Design ab_burst_gen, sky130hd; sources not shown.
layers.png
Only two layers are drawn.
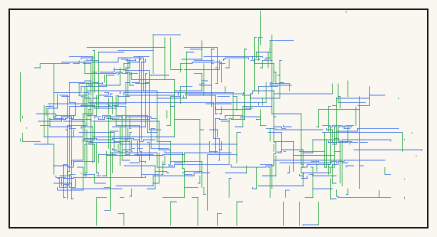
- M1: blue (wire length 1450 um)
- M2: green (wire length 1210 um)
Vias: 1063
GRT Total Usage: 12.06%

port_trees.png
Scale bar: 20 um.
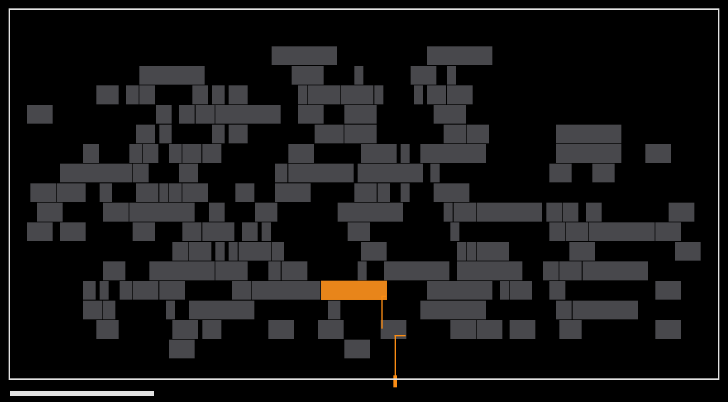
- b_o: orange (bits 1; direction output; edge south; end cells 1; buffers 1; wire 11.9 um)
I/O Buffers: 22
Ports: 23

clock_nets.png
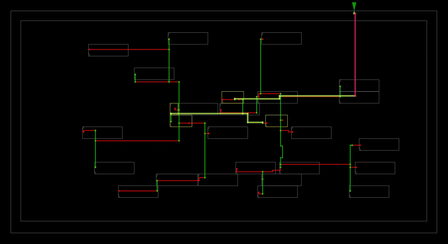
# clock sinks: 23
clock buf count: 3

==> impl_metrics.py <==
# Synthesis and PnR figures
metrics = {
    "critical_path": {
        "cp.arrival_ns": 2.22,
        "crit_cells": 5,
        "endpoint_kind": "register",
        "startpoint_type": "register",
        "path_cells": "inv_1, ha_1, or3b_1, a222oi_1, mux2_2",
        "cp_top_family": "AND-OR/OR-AND gates",
    },
    "power_and_ir_drop": {
        "power_frac_comb_pct": 54.5,
        "p_clk_share_pct": 12.4,
        "p_leak_nw": 0.7255,
        "power_leader": "combinational cells",
        "p_switching_uw": 912.4,
        "total_power_mw": 2.008,
        "internal_power_mw": 1.096,
    },
    "final_layout": {
        "area_growth_pct": 26.35,
        "nonClkBufAreaFrac_pct": 14.79,
        "fin_area_um2": 1692,
        "nNonClkInverters": 10,
        "nets": 173,
        "sh_seq_area_pct": 34.10,
    },
    "synthesis": {
        "synth_seq_share_pct": 43.08,
        "yosys.area.top_type_share_pct": 41.12,
        "ys_types": 43,
        "aoi_share_pct": 14.21,
        "ys_sh_adder_pct": 9.346,
        "topCellsByArea": "dfrtp_1 (41%), ha_1 (9.3%), xnor2_1 (5.2%)",
    },
    "placed_design": {
        "place_area_um2": 1645,
        "dp_slack_ns": 0.3605,
    },
    "clock_network": {
        "cts_buffer_depth": 2,
        "numCtsBuffers": 3,
        "cts_hold_buf": 0,
    },
    "die": {
        "n_tap_cell": 57,
    },
    "sta": {
        "slew_headroom_pct": 63.98,
        "whs_ns": 0.3181,
    },
    "flow_run": {
        "max-cap-violations": 0,
    },
    "drt": {
        "avgRoutedWirePerCell_um": 13.28,
    },
    "run_status": {
        "run_status": "complete, no violations",
    },
}
==> Yosys cell counts, types with 2 or more instances <==
| master | number |
|---|---|
| nor2b_1 | 2 |
| ha_1 | 10 |
| xnor2_1 | 8 |
| mux2i_1 | 6 |
| nor3_1 | 3 |
| nand3b_1 | 3 |
| a21oi_1 | 6 |
| dfrtp_1 | 22 |
| inv_1 | 9 |
| nor3b_1 | 2 |
| a32oi_1 | 2 |
| o21ai_0 | 3 |
| and3_1 | 3 |
| nand2b_1 | 3 |
| clkbuf_1 | 4 |
| nor2_1 | 3 |
| nand4_1 | 6 |
| nand2_1 | 7 |
| nand3_1 | 2 |
==> per-layer routing <==
metal	vias up	track usage, %	share of wire, %
met4	0	3.425	1.3
met1	516	16.07	52
li1	521	-	-
met2	22	19.84	43
met5	-	0	0
met3	4	2.873	3.4
